--- src/rtl/pc_fetch.sv ---
// pc_fetch - instruction-fetch sequencer.
//
// Owns the program counter, presents it to an external combinational
// incrementer, fetches instruction words over a req/ack handshake and holds
// each word in a one-entry slot until decode consumes it. Redirects from
// execute reload the PC and cancel any fetch still in flight.
//
// Parameters:
//   RESET_PC        PC value loaded on reset
// Optional feature (compile-time macro):
//   PC_FETCH_ALIGN_CHECK_EN  when defined, misaligned redirect targets are
//                            forced to word alignment and flagged on
//                            misalign_err (sticky until reset)
// Ports:
//   clock, rst_n          rising-edge clock, async active-low reset
//   pc_addr  / pc_next    current PC out, incremented PC (pc_addr+4) in
//   imem_req / imem_addr  fetch request and its address
//   imem_ack / imem_rdata memory response and instruction word
//   stall                 decode cannot accept this cycle
//   redirect_valid/_addr  branch or jump target from execute
//   inst_valid/inst/inst_pc  output slot towards decode
//   misalign_err          sticky misaligned-redirect flag
//
// state     | meaning
// ----------+--------------------------------------------------------------
// IDLE      | one cycle after reset, launches the first fetch
// FETCH     | request outstanding for imem_addr
// WAIT_SLOT | slot holds an instruction, waiting for decode to take it
// DISCARD   | request outstanding whose response is stale (redirected)

module pc_fetch #(
  parameter logic [31:0] RESET_PC = 32'h0000_0000
) (
  input  logic        clock,
  input  logic        rst_n,
  output logic [31:0] pc_addr,
  input  logic [31:0] pc_next,
  output logic        imem_req,
  output logic [31:0] imem_addr,
  input  logic        imem_ack,
  input  logic [31:0] imem_rdata,
  input  logic        stall,
  input  logic        redirect_valid,
  input  logic [31:0] redirect_addr,
  output logic        inst_valid,
  output logic [31:0] inst,
  output logic [31:0] inst_pc,
  output logic        misalign_err
);

  typedef enum logic [1:0] {
    IDLE      = 2'd0,
    FETCH     = 2'd1,
    WAIT_SLOT = 2'd2,
    DISCARD   = 2'd3
  } state_t;

  state_t      state, state_nxt;
  logic [31:0] pc_q, pc_d;
  logic [31:0] addr_q, addr_d;
  logic [31:0] inst_q, inst_d;
  logic [31:0] inst_pc_q, inst_pc_d;
  logic        valid_q, valid_d;
  logic        err_q, err_d;
  logic [31:0] redir_pc;
  logic        redir_bad;

`ifdef PC_FETCH_ALIGN_CHECK_EN
  assign redir_pc  = {redirect_addr[31:2], 2'b00};
  assign redir_bad = redirect_valid && (redirect_addr[1:0] != 2'b00);
`else
  assign redir_pc  = redirect_addr;
  assign redir_bad = 1'b0;
`endif

  always_ff @(posedge clock or negedge rst_n) begin
    if (!rst_n) begin
      state     <= IDLE;
      pc_q      <= RESET_PC;
      addr_q    <= RESET_PC;
      inst_q    <= 32'h0;
      inst_pc_q <= 32'h0;
      valid_q   <= 1'b0;
      err_q     <= 1'b0;
    end else begin
      state     <= state_nxt;
      pc_q      <= pc_d;
      addr_q    <= addr_d;
      inst_q    <= inst_d;
      inst_pc_q <= inst_pc_d;
      valid_q   <= valid_d;
      err_q     <= err_d;
    end
  end

  always_comb begin
    state_nxt = state;
    pc_d      = pc_q;
    addr_d    = addr_q;
    inst_d    = inst_q;
    inst_pc_d = inst_pc_q;
    valid_d   = valid_q;
    // Every state honours a redirect, so any misaligned target is flagged.
    err_d     = err_q | redir_bad;

    case (state)
      IDLE: begin
        state_nxt = FETCH;
        // A redirect this early simply becomes the first fetch address.
        if (redirect_valid) begin
          pc_d   = redir_pc;
          addr_d = redir_pc;
        end else begin
          addr_d = pc_q;
        end
      end

      FETCH: begin
        if (redirect_valid) begin
          pc_d = redir_pc;
          if (imem_ack) begin
            // Response is for the old path; restart at the target right away.
            addr_d = redir_pc;
          end else begin
            // Request must still complete; its data will be thrown away.
            state_nxt = DISCARD;
          end
        end else if (imem_ack) begin
          inst_d    = imem_rdata;
          inst_pc_d = addr_q;
          valid_d   = 1'b1;
          pc_d      = pc_next;
          state_nxt = WAIT_SLOT;
        end
      end

      WAIT_SLOT: begin
        // The slot is always occupied here, so consumption is just !stall.
        if (redirect_valid) begin
          valid_d   = 1'b0;
          pc_d      = redir_pc;
          addr_d    = redir_pc;
          state_nxt = FETCH;
        end else if (!stall) begin
          valid_d   = 1'b0;
          addr_d    = pc_q;
          state_nxt = FETCH;
        end
      end

      DISCARD: begin
        if (redirect_valid) pc_d = redir_pc;
        if (imem_ack) begin
          addr_d    = redirect_valid ? redir_pc : pc_q;
          state_nxt = FETCH;
        end
      end

      default: state_nxt = IDLE;
    endcase
  end

  assign pc_addr      = pc_q;
  assign imem_req     = (state == FETCH) || (state == DISCARD);
  assign imem_addr    = addr_q;
  assign inst_valid   = valid_q;
  assign inst         = inst_q;
  assign inst_pc      = inst_pc_q;
`ifdef PC_FETCH_ALIGN_CHECK_EN
  assign misalign_err = err_q;
`else
  assign misalign_err = 1'b0;
`endif

endmodule

--- config.mk ---
export PLATFORM = sky130hd
export DESIGN_NAME = pc_fetch
export DESIGN_NICKNAME = d
export VERILOG_FILES = /design/src/rtl/pc_fetch.sv
export SDC_FILE = /design/constraint.sdc
export NUM_CORES = 1
export LEC_CHECK = 0
export CORE_MARGIN = 8
export CORE_UTILIZATION = 43
export CTS_CLUSTER_DIAMETER = 150
export CTS_CLUSTER_SIZE = 8
export DETAILED_ROUTE_END_ITERATION = 12
export PLACE_DENSITY = 0.8
export SLEW_MARGIN = 20
export SYNTH_ARGS = -nofsm -noshare
export SYNTH_HDL_FRONTEND = slang
export SYNTH_SLANG_ARGS = --single-unit
--- constraint.sdc ---
create_clock -name clock -period 2.15 [get_ports clock]
set_input_delay 0.215 -clock clock [delete_from_list [all_inputs] [get_ports clock]]
set_output_delay 0.215 -clock clock [all_outputs]
set_load 0.05 [all_outputs]
==> run_results.csv, run 1 <==
group,metric,value,unit
run_status,status,"complete, no violations",
logic_synthesis,fa_ha_area_frac,0,
critical_path,r2r-start,"state[1]",
hold_path,hp-start,"redirect_valid",
logic_synthesis,fp_nets,586,
logic_synthesis,edf_count,0,
logic_synthesis,synth-main-ff-cell,"dfrtp_1",
cells_and_area,final_cell_mix,"clkdlybuf4s50_1 (228), dfrtp_1 (131), o21ai_0 (67)",
cells_and_area,drive_gt1_frac,0.147,
cells_and_area,insertedDiodeCount,1,
routing,drc,0,
critical_path,critPathMaxFanout,3,
critical_path,path_depth,1,
final_timing,finClkSkew,4.53,ps
logic_synthesis,synthDistinctLibCells,24,
pwr,p_leak,0.00362,uW
place,gp_congestion,0.829,
pwr,power,11800,uW
flow_run,log.warning_count,28,
final_timing,fin_hold_ws,175,ps
global_route,grt_max_degree,132,
routing,dr.first_iter.drc_count,318,
clock_tree,cts_root_buffer,"clkbuf_16",
clock_tree,cts_setup_buffers,0,
logic_synthesis,ys_sh_aoi,0.132,
cells_and_area,buffer_area_frac,0.282,
cells_and_area,area_delta_synth_final,53.9,%
logic_synthesis,netlist_instances,485,
critical_path,path_cells,"clkdlybuf4s50_1",
critical_path,critPathLaunch,"imem_addr[15]",
final_timing,period_needed,1950,ps
place,place_hpwl,13600,um
cells_and_area,seq_area,3280,um2
final_timing,tns,0,ps
logic_synthesis,xor_area_frac,0,
floorplan,taps,176,
floorplan,io_pins,232,
critical_path,end_kind,"output port",
critical_path,r2r_setup_slack,440,ps
critical_path,worstReg2RegEnd,"inst[23]",
pwr,comb_power_share,0.445,
routing,wl_per_cell,21.1,um
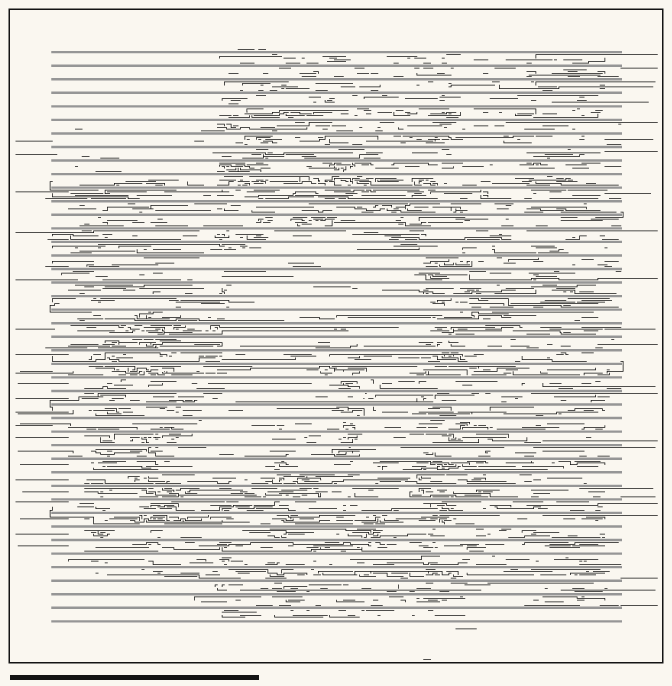
(run_1/met1.png)
The bar under the picture is 50 um long. Supply wires on this layer in gray.
nets with wire on the layer: 709
wire length on this layer: 7180 um
share of all routed wire: 38%
main direction: horizontal
longest straight run: 48.3 um
routed vias: 4970
Routed WL: 18800 um
M1 GR Usage: 0.248

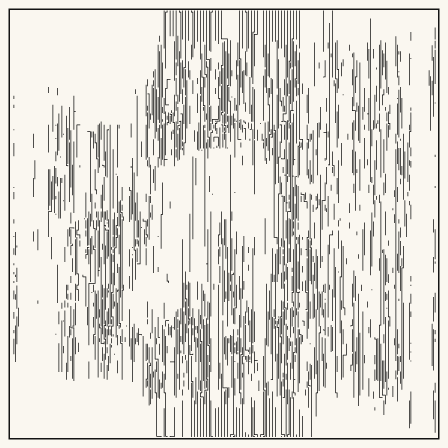
(run_1/met2.png)
share of all routed wire: 50%
main direction: vertical
GR Layer Usage met2: 0.376

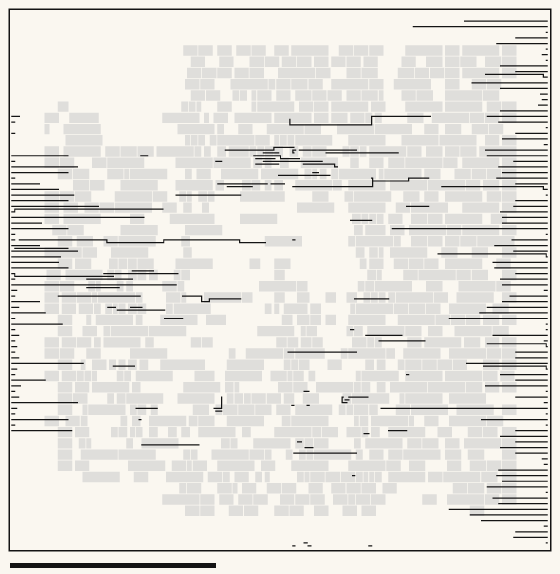
(run_1/met3.png)
The bar under the picture is 50 um long.
longest straight run: 40.3 um
nets with wire on the layer: 179
main direction: horizontal
share of all routed wire: 10%
met3 global-route usage: 0.0828

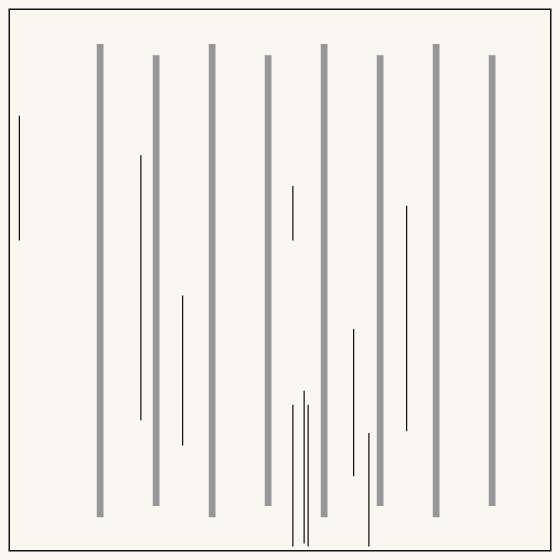
(run_1/met4.png)
Supply wires on this layer in gray.
wire length on this layer: 365 um
main direction: vertical
share of all routed wire: 1.9%
nets with wire on the layer: 8

==> run_1/final_clocks.png <==
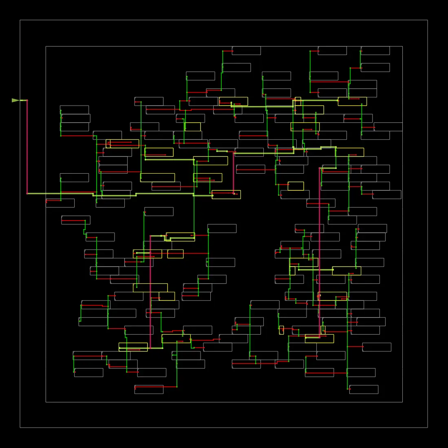

==> run 2: changes to the inputs <==
Settings changed: ABC_CLOCK_PERIOD_IN_PS from default to 2150, CELL_PAD_IN_SITES_DETAIL_PLACEMENT from default to 0, CELL_PAD_IN_SITES_GLOBAL_PLACEMENT from default to 2, CORE_UTILIZATION 43 to 26, PLACE_DENSITY 0.8 to default, PLACE_DENSITY_LB_ADDON from default to 0.1.
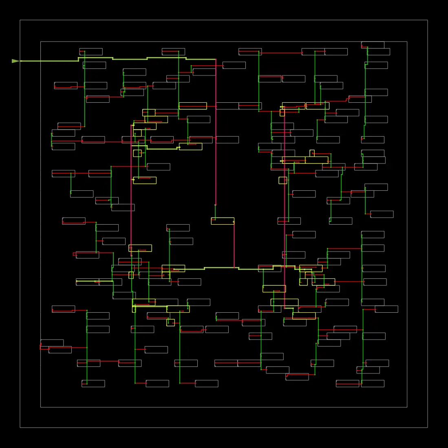
(run_2/final_clocks.png)
clock sink count: 131
Late-Pin Clk Latency: 420 ps

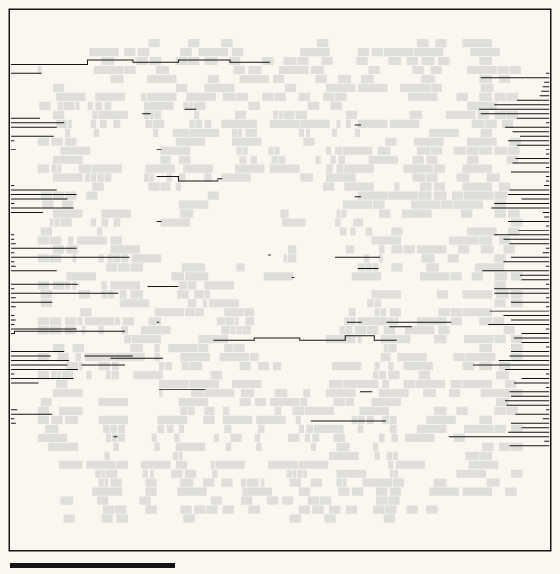
(run_2/met3.png)
The bar under the picture is 50 um long.
share of all routed wire: 7.6%
longest straight run: 35.6 um
wire length on this layer: 1540 um
nets with wire on the layer: 142
main direction: horizontal
routed vias: 4686
met3 global-route usage: 0.0474

==> run 2 against run 1 <==
Effect of this change: synthesized area is the same; critical path depth did not move; via count fell by 5.7%; critical path type unchanged; critical endpoint is now imem_req; combinational power is essentially flat; total power is 0.68% lower; register-to-register slack worse by 90 ps; sequential power is 2% lower; design area up 1.7%; fmax fell by 1.1%; clock-buffer cell count decreased by 5; die size increased by 57%.
==> run_results.csv, run 2 <==
group,metric,value,unit
critical_path,end_kind,"output port",
logic_synthesis,fp_nets,586,
logic_synthesis,fa_ha_area_frac,0,
floorplan,taps,280,
routing,drc,0,
logic_synthesis,ys.flops,131,
routing,wl_met3,1540,um
critical_path,path_depth,1,
logic_synthesis,netlist_instances,485,
cells_and_area,fin_cells,996,
global_route,grt_util_met2,0.247,
global_route,grt_overflow,0,
final_timing,slew_viol_final,0,
global_route,grt_max_degree,78,
critical_path,path_cells,"clkdlybuf4s50_1",
pwr,power_clock,2870,uW
cells_and_area,final_cell_mix,"clkdlybuf4s50_1 (228), dfrtp_1 (131), o21ai_0 (67)",
cells_and_area,stdcell_area,8880,um2
floorplan,io_pins,232,
floorplan,die_x,164,um
critical_path,crit_buf_inv,1,
routing,drt_wl_total,20100,um
routing,drt-pass1-iter-count,4,
logic_synthesis,synthArstFlopShare,1.00,
logic_synthesis,ys_sh_aoi,0.132,
clock_tree,cts_setup_buffers,0,
routing,dr.first_iter.drc_count,188,
pwr,comb_power_share,0.449,
place,place_hpwl,14100,um
logic_synthesis,yosys_warnings,0,
cells_and_area,insertedDiodeCount,0,
final_timing,fin_hold_ws,332,ps
final_timing,tns,0,ps
global_route,grt_util_met1,0.190,
logic_synthesis,ys_top_cells_by_area,"dfrtp_1 (58%), mux2_2 (11%), a31oi_1 (7.1%)",
cells_and_area,buffer_area_frac,0.282,
cells_and_area,final_common_cell,"clkdlybuf4s50_1",
clock_tree,cts_root_buffer,"clkbuf_16",
critical_path,critPathMaxFanout,9,
logic_synthesis,edf_count,0,
cells_and_area,area_delta_synth_final,56.6,%
logic_synthesis,synth_stat.cells,485,
critical_path,r2r_setup_slack,350,ps
critical_path,worstReg2RegEnd,"imem_addr[31]",
logic_synthesis,synth-main-ff-cell,"dfrtp_1",
logic_synthesis,xor_area_frac,0,
clock_tree,clock_path_buffers,2,
final_timing,finClkSkew,12.4,ps
clock_tree,cts_tree,"done",
final_timing,period_needed,1970,ps
cells_and_area,drive_gt1_frac,0.154,
logic_synthesis,synthDistinctLibCells,24,
run_status,status,"complete, no violations",
pwr,p_leak,0.00362,uW
flow_run,log.warning_count,26,
cells_and_area,seq_area,3280,um2
routing,wl_per_cell,20.2,um
critical_path,r2r_cells,3,
place,gp_congestion,0.703,
final_timing,setup_viol,0,
critical_path,critPathLaunch,"state[0]",
pwr,power,11700,uW
critical_path,r2r-start,"state[1]",
Power figures rest on the tool's default switching activity, not on a simulated workload.
